<file path="config.mk">
export PLATFORM = sky130hd
export DESIGN_NAME = cpu_control_flat
export DESIGN_NICKNAME = d
export VERILOG_FILES = /design/src/rtl/cpu_defs.sv /design/src/rtl/cpu_control_if.sv /design/src/rtl/instr_decoder.sv /design/src/rtl/cpu_control.sv /design/src/flat_wrapper.sv
export SDC_FILE = /design/constraint.sdc
export NUM_CORES = 1
export LEC_CHECK = 0
export ABC_AREA = 1
export CORE_UTILIZATION = 30
export CTS_CLUSTER_SIZE = 40
export DETAILED_ROUTE_END_ITERATION = 16
export HOLD_SLACK_MARGIN = 0.05
export PLACE_DENSITY = 0.69
export SLEW_MARGIN = 20
export SYNTH_ARGS = -nofsm -noshare
export SYNTH_HDL_FRONTEND = slang
export SYNTH_SLANG_ARGS = --single-unit
</file>
<file path="constraint.sdc">
create_clock -name clk -period 1.6 [get_ports clk]
set_clock_uncertainty 0.05 [all_clocks]
set_input_delay 0.48 -clock clk [delete_from_list [all_inputs] [get_ports clk]]
set_output_delay 0.48 -clock clk [all_outputs]
set_load 0.1 [all_outputs]
</file>
<file path="src/rtl/cpu_defs.sv">
// Shared encodings for the instruction decoder and control FSM:
// opcodes, FSM state codes, writeback-source selects and ALU operations.
package cpu_defs;

    localparam logic [2:0] OPC_MOV = 3'b110;
    localparam logic [2:0] OPC_ALU = 3'b101;

    localparam logic [1:0] OP_MOV_REG = 2'b00;
    localparam logic [1:0] OP_MOV_IMM = 2'b10;
    localparam logic [1:0] OP_ADD     = 2'b00;
    localparam logic [1:0] OP_CMP     = 2'b01;
    localparam logic [1:0] OP_AND     = 2'b10;
    localparam logic [1:0] OP_MVN     = 2'b11;

    localparam logic [2:0] S_WAIT   = 3'd0;
    localparam logic [2:0] S_DECODE = 3'd1;
    localparam logic [2:0] S_WIMM   = 3'd2;
    localparam logic [2:0] S_GETA   = 3'd3;
    localparam logic [2:0] S_GETB   = 3'd4;
    localparam logic [2:0] S_ALU    = 3'd5;
    localparam logic [2:0] S_WREG   = 3'd6;

    localparam logic [1:0] VSEL_C     = 2'b00;
    localparam logic [1:0] VSEL_PC    = 2'b01;
    localparam logic [1:0] VSEL_IMM8  = 2'b10;
    localparam logic [1:0] VSEL_MDATA = 2'b11;

    localparam logic [1:0] ALU_ADD = 2'b00;
    localparam logic [1:0] ALU_SUB = 2'b01;
    localparam logic [1:0] ALU_AND = 2'b10;
    localparam logic [1:0] ALU_MVN = 2'b11;

endpackage

</file>
<file path="src/rtl/cpu_control_if.sv">
// Instruction handshake plus every datapath control line driven by cpu_control.
// The controller uses the slave view; the instruction source / datapath the master view.
interface cpu_control_if #(
    parameter int WIDTH   = 16,
    parameter int REGBITS = 3
);
    logic [WIDTH-1:0]   in;
    logic               load;
    logic               s;
    logic               w;
    logic [REGBITS-1:0] readnum;
    logic [REGBITS-1:0] writenum;
    logic [1:0]         vsel;
    logic               loada;
    logic               loadb;
    logic               loadc;
    logic               loads;
    logic               asel;
    logic               bsel;
    logic [1:0]         shift;
    logic [1:0]         ALUop;
    logic               write;
    logic [WIDTH-1:0]   sximm5;
    logic [WIDTH-1:0]   sximm8;

    modport master (
        output in, load, s,
        input  w, readnum, writenum, vsel, loada, loadb, loadc, loads,
               asel, bsel, shift, ALUop, write, sximm5, sximm8
    );

    modport slave (
        input  in, load, s,
        output w, readnum, writenum, vsel, loada, loadb, loadc, loads,
               asel, bsel, shift, ALUop, write, sximm5, sximm8
    );
endinterface

</file>
<file path="src/rtl/instr_decoder.sv">
// Purely combinational field extraction from the instruction register,
// including the two sign-extended immediates.
module instr_decoder #(
    parameter int WIDTH   = 16,
    parameter int REGBITS = 3
) (
    input  logic [WIDTH-1:0]   ir,
    output logic [2:0]         opcode,
    output logic [1:0]         op,
    output logic [REGBITS-1:0] rn,
    output logic [REGBITS-1:0] rd,
    output logic [1:0]         sh,
    output logic [REGBITS-1:0] rm,
    output logic [WIDTH-1:0]   sximm5,
    output logic [WIDTH-1:0]   sximm8
);
    assign opcode = ir[15:13];
    assign op     = ir[12:11];
    assign rn     = ir[8 +: REGBITS];
    assign rd     = ir[5 +: REGBITS];
    assign sh     = ir[4:3];
    assign rm     = ir[0 +: REGBITS];
    assign sximm5 = {{(WIDTH-5){ir[4]}}, ir[4:0]};
    assign sximm8 = {{(WIDTH-8){ir[7]}}, ir[7:0]};
endmodule

</file>
<file path="src/rtl/cpu_control.sv">
// Instruction register and Moore sequencing FSM that steps the datapath through
// one control stage per cycle, handshaking with the instruction source via s/w.
module cpu_control
    import cpu_defs::*;
#(
    parameter int WIDTH   = 16,
    parameter int REGBITS = 3
) (
    input logic          clk,
    input logic          reset,
    cpu_control_if.slave bus
);
    logic [WIDTH-1:0]   ir_reg;
    logic [2:0]         state_reg;
    logic [2:0]         state_next;
    logic [2:0]         opcode;
    logic [1:0]         op;
    logic [REGBITS-1:0] rn;
    logic [REGBITS-1:0] rd;
    logic [1:0]         sh;
    logic [REGBITS-1:0] rm;

    instr_decoder #(.WIDTH(WIDTH), .REGBITS(REGBITS)) u_dec (
        .ir     (ir_reg),
        .opcode (opcode),
        .op     (op),
        .rn     (rn),
        .rd     (rd),
        .sh     (sh),
        .rm     (rm),
        .sximm5 (bus.sximm5),
        .sximm8 (bus.sximm8)
    );

    always_ff @(posedge clk or posedge reset) begin
        if (reset) begin
            ir_reg    <= '0;
            state_reg <= S_WAIT;
        end else begin
            // IR only accepts a new word while idle, so an executing instruction is stable.
            if (bus.load && state_reg == S_WAIT)
                ir_reg <= bus.in;
            state_reg <= state_next;
        end
    end

    always_comb begin
        state_next = S_WAIT;
        case (state_reg)
            S_WAIT:   state_next = bus.s ? S_DECODE : S_WAIT;
            S_DECODE: begin
                if (opcode == OPC_MOV && op == OP_MOV_IMM)
                    state_next = S_WIMM;
                else if (opcode == OPC_MOV && op == OP_MOV_REG)
                    state_next = S_GETB;
                else if (opcode == OPC_ALU)
                    state_next = S_GETA;
                else
                    state_next = S_WAIT;
            end
            S_WIMM:   state_next = S_WAIT;
            S_GETA:   state_next = S_GETB;
            S_GETB:   state_next = S_ALU;
            S_ALU:    state_next = (opcode == OPC_ALU && op == OP_CMP) ? S_WAIT : S_WREG;
            S_WREG:   state_next = S_WAIT;
            default:  state_next = S_WAIT;
        endcase
    end

    always_comb begin
        bus.w        = 1'b0;
        bus.readnum  = '0;
        bus.writenum = '0;
        bus.vsel     = VSEL_C;
        bus.loada    = 1'b0;
        bus.loadb    = 1'b0;
        bus.loadc    = 1'b0;
        bus.loads    = 1'b0;
        bus.asel     = 1'b0;
        bus.bsel     = 1'b0;
        bus.shift    = 2'b00;
        bus.ALUop    = ALU_ADD;
        bus.write    = 1'b0;
        case (state_reg)
            S_WAIT: bus.w = 1'b1;
            S_WIMM: begin
                bus.writenum = rn;
                bus.vsel     = VSEL_IMM8;
                bus.write    = 1'b1;
            end
            S_GETA: begin
                bus.readnum = rn;
                bus.loada   = 1'b1;
            end
            S_GETB: begin
                bus.readnum = rm;
                bus.loadb   = 1'b1;
            end
            S_ALU: begin
                bus.shift = sh;
                // MOV reg passes B through by adding it to a zeroed A operand.
                if (opcode == OPC_MOV) begin
                    bus.asel  = 1'b1;
                    bus.ALUop = ALU_ADD;
                    bus.loadc = 1'b1;
                end else if (op == OP_CMP) begin
                    bus.ALUop = ALU_SUB;
                    bus.loads = 1'b1;
                end else begin
                    bus.ALUop = op;
                    bus.loadc = 1'b1;
                end
            end
            S_WREG: begin
                bus.writenum = rd;
                bus.vsel     = VSEL_C;
                bus.write    = 1'b1;
            end
            default: ;
        endcase
    end
endmodule

</file>
<file path="src/flat_wrapper.sv">
// flat-port wrapper written by rule: the top's interface ports become plain ports
module cpu_control_flat import cpu_defs::*;
#(
    parameter int WIDTH   = 16,
    parameter int REGBITS = 3
)
  (clk, reset, bus_in, bus_load, bus_s, bus_w, bus_readnum, bus_writenum, bus_vsel, bus_loada, bus_loadb, bus_loadc, bus_loads, bus_asel, bus_bsel, bus_shift, bus_ALUop, bus_write, bus_sximm5, bus_sximm8);
  cpu_control_if #(.WIDTH(WIDTH), .REGBITS(REGBITS)) bus_i ();
  input logic clk;
  input logic reset;
  input wire logic [$bits(bus_i.in)-1:0] bus_in;
  input wire logic [$bits(bus_i.load)-1:0] bus_load;
  input wire logic [$bits(bus_i.s)-1:0] bus_s;
  output wire logic [$bits(bus_i.w)-1:0] bus_w;
  output wire logic [$bits(bus_i.readnum)-1:0] bus_readnum;
  output wire logic [$bits(bus_i.writenum)-1:0] bus_writenum;
  output wire logic [$bits(bus_i.vsel)-1:0] bus_vsel;
  output wire logic [$bits(bus_i.loada)-1:0] bus_loada;
  output wire logic [$bits(bus_i.loadb)-1:0] bus_loadb;
  output wire logic [$bits(bus_i.loadc)-1:0] bus_loadc;
  output wire logic [$bits(bus_i.loads)-1:0] bus_loads;
  output wire logic [$bits(bus_i.asel)-1:0] bus_asel;
  output wire logic [$bits(bus_i.bsel)-1:0] bus_bsel;
  output wire logic [$bits(bus_i.shift)-1:0] bus_shift;
  output wire logic [$bits(bus_i.ALUop)-1:0] bus_ALUop;
  output wire logic [$bits(bus_i.write)-1:0] bus_write;
  output wire logic [$bits(bus_i.sximm5)-1:0] bus_sximm5;
  output wire logic [$bits(bus_i.sximm8)-1:0] bus_sximm8;
  assign bus_i.in = bus_in;
  assign bus_i.load = bus_load;
  assign bus_i.s = bus_s;
  assign bus_w = bus_i.w;
  assign bus_readnum = bus_i.readnum;
  assign bus_writenum = bus_i.writenum;
  assign bus_vsel = bus_i.vsel;
  assign bus_loada = bus_i.loada;
  assign bus_loadb = bus_i.loadb;
  assign bus_loadc = bus_i.loadc;
  assign bus_loads = bus_i.loads;
  assign bus_asel = bus_i.asel;
  assign bus_bsel = bus_i.bsel;
  assign bus_shift = bus_i.shift;
  assign bus_ALUop = bus_i.ALUop;
  assign bus_write = bus_i.write;
  assign bus_sximm5 = bus_i.sximm5;
  assign bus_sximm8 = bus_i.sximm8;
  cpu_control #(.WIDTH(WIDTH), .REGBITS(REGBITS)) u_core (.clk(clk), .reset(reset), .bus(bus_i));
endmodule
</file>
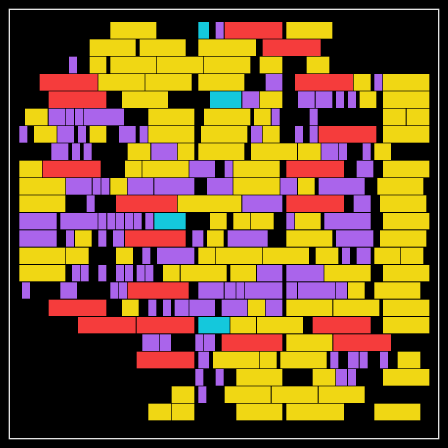
placement_by_type.png
Key: other buffers and delay cells = yellow [cells 102]; combinational and other logic = purple [cells 105]; flops = red [cells 19]; clock drivers and dummy loads = cyan [cells 4]
Std-Cell Core Area: 4029 sq um
share of the core filled with cells in the final layout: 71.30%
post-route standard cell area excluding fillers: 2873 sq um
floorplan row count: 23
Seq/total area: 16.72%

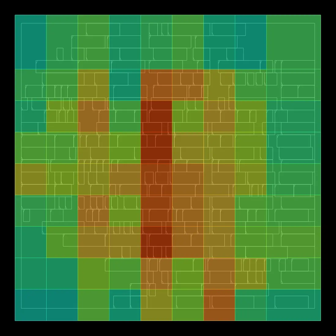
congestion.png
average routed wire per standard cell: 13.28 microns
M2 GR Usage: 33.63%
met1 routing resource usage after global routing: 20.63%
GR Layer Usage met3: 2.226%
global routing's busiest layer: met2

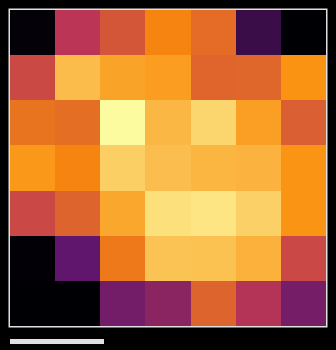
cell_density.png
The bar under the picture is 20 microns long. 7 x 7 tiles, from black (low) to pale yellow (high), 0 to 100% covered.
The mean over all tiles is 62%. The densest ninth of the die: middle. 10% of the tiles are nearly empty. The fullest tile reaches 99%. The emptiest ninth of the die: bottom left. 45% of the tiles are over 75% full.
floorplan core density: 31.55%

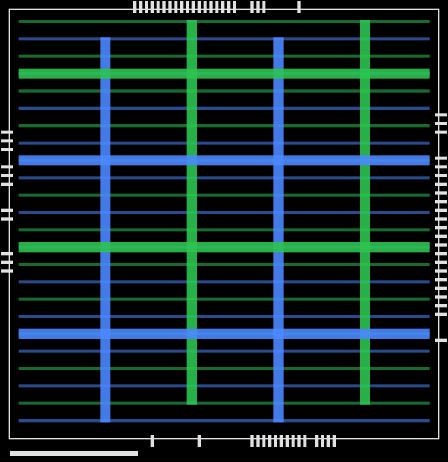
power_grid.png
The bar under the picture is 20 microns long. Pins as bars on the die edge.
Key: VSS = blue; VDD = green
72 signal pins sit on the boundary. 24 met1 rails follow the rows. 4 straps on met5. The core has 23 rows.
Chip Width: 67.10 microns
height of the die: 67.10 microns

==> run summary <==
From the run reports.

- The flow ran to the end, but the final reports show violations.
- The checks that failed: negative setup slack.
- The leading area contributor after synthesis reads sky130_fd_sc_hd__dfrtp_1.
- Counting flops and latches in the post-synthesis netlist gives 19.
- The total wire length reads about 3700 microns.
- The cell depth of the worst flop-to-flop path reads 5.
- Clock tree synthesis inserted a total of 3 buffers.
- The total number of vias reads 1218.
- Per the run report, area growth between synthesis and finish was 126.0%.
- The first global-routing pass estimated between 5000 and 6000 microns of wire.
- The filler cells instantiated in the layout total around 270.
- The count of buffers added on input and output ports is between 60 and 70.
- In the finished design, the share of the clock period the worst path needs comes to 124.8%.
- Per the final timing report, the hold violations number 0.
- The synthesized area per cell reads approximately 7.9 sq um.
- Note that the worst hold path type here is in -> async.
- The number of distinct standard cells referenced by the synthesized netlist is 19.
- The count of cell instances traversed by the critical path is 5.
- The number of remaining DRC errors reads 0.
- The sequential-to-total area share from yosys stat is between 30% and 40%.
- Recorded from the global router log, the overflow total was 0.
- The endpoint identified for the worst register-to-register timing path is u_core.ir_reg[3].
- The antenna cell count is 0.
- The final tally of max-slew violations reads 0.
- The longest individual stage delay on the worst path is 0.46 ns.
- The worst setup path category is reg -> out.
- The final RePlAce weighted congestion reads approximately 0.79.
- In the final report, the number of endpoints failing setup comes to 24.
- The library cell contributing the largest single delay on the critical path is sky130_fd_sc_hd__dfrtp_2.
- The worst-path maximum fanout is 8.
- The warning count from the yosys run reads 0.
- The most numerous logic cell after layout reads sky130_fd_sc_hd__buf_12.
- The data required time reported for the critical path is 1.07 ns.
- TritonCTS built the clock tree.
- The netlist area before placement is around 1300 sq um.
- The post-synthesis cell count is approximately 160.
- The signal on the critical path passes through inv_4, nand3_4, buf_12, nor3_4, buf_12.
- The start of the worst register-to-register path reads u_core.state_reg[0].
- The number of global-route vias before repair came to 1204.
- The maximum frequency from static timing analysis is around 500 MHz.
- The maximum number of pins on one net before global-route repair reads 21.
- The flip-flop count of the largest register after layout reads 16.
- By instance count after routing, the leading logic cell types are sky130_fd_sc_hd__buf_12 (54), sky130_fd_sc_hd__nand2_1 (26), sky130_fd_sc_hd__buf_4 (22), sky130_fd_sc_hd__inv_1 (20), sky130_fd_sc_hd__clkdlybuf4s50_1 (19).
- The detailed placer reported the number of placed instances as 266.
- The share of cells above drive strength 1 is between 50% and 60%.
- The number of top-level design ports reads 72.
- On the critical path the largest part of the delay comes from flip-flops.
- The clock transition at the registers of the reported paths is roughly 0.08 ns.
- The area fraction of the dominant cell type after synthesis is a little under two fifths.
- The category of the worst setup path capture point is an output port.
- The arrival time of the worst setup path is roughly 1.5 ns.
- The final net count is between 200 and 300.
- Counting I/O delays and the setup requirement, the final critical path takes ~2 ns.
- The kind of start point of the critical path is a flip-flop.
- The dominant cell type by count on the critical path is sky130_fd_sc_hd__buf_12.
- The number of antenna violations at the first check in global routing came to 0.
- The post-synth area from yosys stat is between 1000 and 1500 sq um.
- Setup repair after global routing could not meet its margin everywhere.
- The routed design shows a via density per instance of 4.350.
- Nets still carrying antenna violations after routing amount to 0.
- CTS built an H-tree with a depth of 1.
- The number of violations of the max-capacitance limit reads 0.
- Looking at the clock tree report, the maximum root-to-sink buffer count equals 2.
- The sum of buffers and inverters on the critical path is 3.
- The area enclosed by the die boundary reads approximately 4500 sq um.
- The clock latency reported for the late side of the worst-skew pair is 0.26 ns.
- The number of hold buffers added after CTS reads 0.
- The clock root buffer is sky130_fd_sc_hd__clkbuf_8.
- The final HPWL from detailed placement is approximately 2800 microns.
- Summing over the stages, the warning tally comes to 29.
- The clock sink count reads 19.
- The number of search-and-repair iterations in the first detailed-routing pass reads 4.
- The termination of the worst setup path is bus_ALUop[0].
- The finished layout holds approximately 280 standard cells, fillers aside.
- The number of cells in Yosys stat reads about 160.
- The detailed router's first-iteration violation count reads 29.
- After synthesis, the cell types taking the most area are sky130_fd_sc_hd__dfrtp_1 (37%), sky130_fd_sc_hd__buf_4 (20%), sky130_fd_sc_hd__nand2_1 (8.6%), sky130_fd_sc_hd__inv_1 (7.4%), sky130_fd_sc_hd__o21a_1 (7.1%).
- The flop-to-flop setup slack is 0.23 ns.
- The launching instance or port of the critical path reads u_core.state_reg[1].
- The total routing resource utilization after global routing is 17.94%.
- The worst setup margin reads -0.3960 ns.
-- synth_stat cells --
cell and instances:
sky130_fd_sc_hd__nand3_4 1, sky130_fd_sc_hd__dfrtp_1 19, sky130_fd_sc_hd__inv_2 1, sky130_fd_sc_hd__nor3_1 3, sky130_fd_sc_hd__o22ai_1 2, sky130_fd_sc_hd__nor2_1 9, sky130_fd_sc_hd__nand3_2 1, sky130_fd_sc_hd__conb_1 1
sky130_fd_sc_hd__nand2_1 29, sky130_fd_sc_hd__nand3_1 8, sky130_fd_sc_hd__nor2_4 2, sky130_fd_sc_hd__buf_2 1, sky130_fd_sc_hd__o21a_1 12, sky130_fd_sc_hd__inv_1 25, sky130_fd_sc_hd__a21oi_1 1, sky130_fd_sc_hd__buf_4 34
sky130_fd_sc_hd__o21ai_1 4, sky130_fd_sc_hd__o21ai_0 5, sky130_fd_sc_hd__buf_6 3
-- worst reg2reg max path, delay by kind of cell (launching register included) --
kind | cells | cell delay (ns)
AOI/OAI and AO/OA | 1 | 0.17
DFF | 1 | 0.50
buffers and inverters | 2 | 0.32
and+or+nand+nor | 2 | 0.24
-- worst min-delay path by stage --
stage                                to  slack (ns)  cells after the start
global route           u_core.ir_reg[1]        0.56                      3
CTS                 u_core.state_reg[2]        0.51                      3
detailed placement  u_core.state_reg[2]        0.48                      3
floorplan              u_core.ir_reg[0]        0.38                      1
global placement    u_core.state_reg[2]        0.48                      3
finish                 u_core.ir_reg[1]        0.50                      3
-- per-layer routing --
layer | vias up | GRT usage [%] | part of all wire (%)
met2 | 37 | 33.63 | 56
met3 | 5 | 2.226 | 4.4
met4 | 0 | 5.585 | 1.1
li1 | 603 | - | -
met1 | 573 | 20.63 | 38
met5 | - | 0 | 0
-- stage by stage --
step                      hold WS, ns  setup slack, ns  instance area (sq um)  setup TNS [ns]
after CTS                      0.5082          -0.3936                   2823          -6.479
final                          0.5045          -0.3960                   2873          -5.907
after global routing           0.5571          -0.4473                   2873          -6.987
after floorplan                0.3810          -0.7756                   1474          -7.499
after global placement         0.4782         -0.09624                   2663         -0.6130
after detailed placement       0.4848          -0.1289                   2663         -0.8970
-- what timing repair did --
| action | in CTS | in global routing |
|---|---|---|
| setup endpoints to repair | 31 | 33 |
| cloned | 1 | 1 |
| pin swaps | 7 | 3 |
| resized | 11 | 7 |
| buffers inserted | 5 | 5 |
-- layout make-up --
class	count	area [sq um]	share of cell area (%)
timing repair buffer	102	1559	54.27
multi-input combinational	79	605.6	21.08
sequential	19	480.5	16.72
inverter	26	118.9	4.138
tap	50	62.56	2.178
clock buffer	3	41.29	1.437
clock inverter	1	5.005	0.1742
-- cell families (layout without fill, tap and decap cells) --
family,after synthesis,count (layout),share of synthesized area [%]
buf+inv,64,132,30.81
simple gates,53,53,19.49
compound gates,24,24,12.01
flops,19,19,37.40
other cells,1,2,0.2950
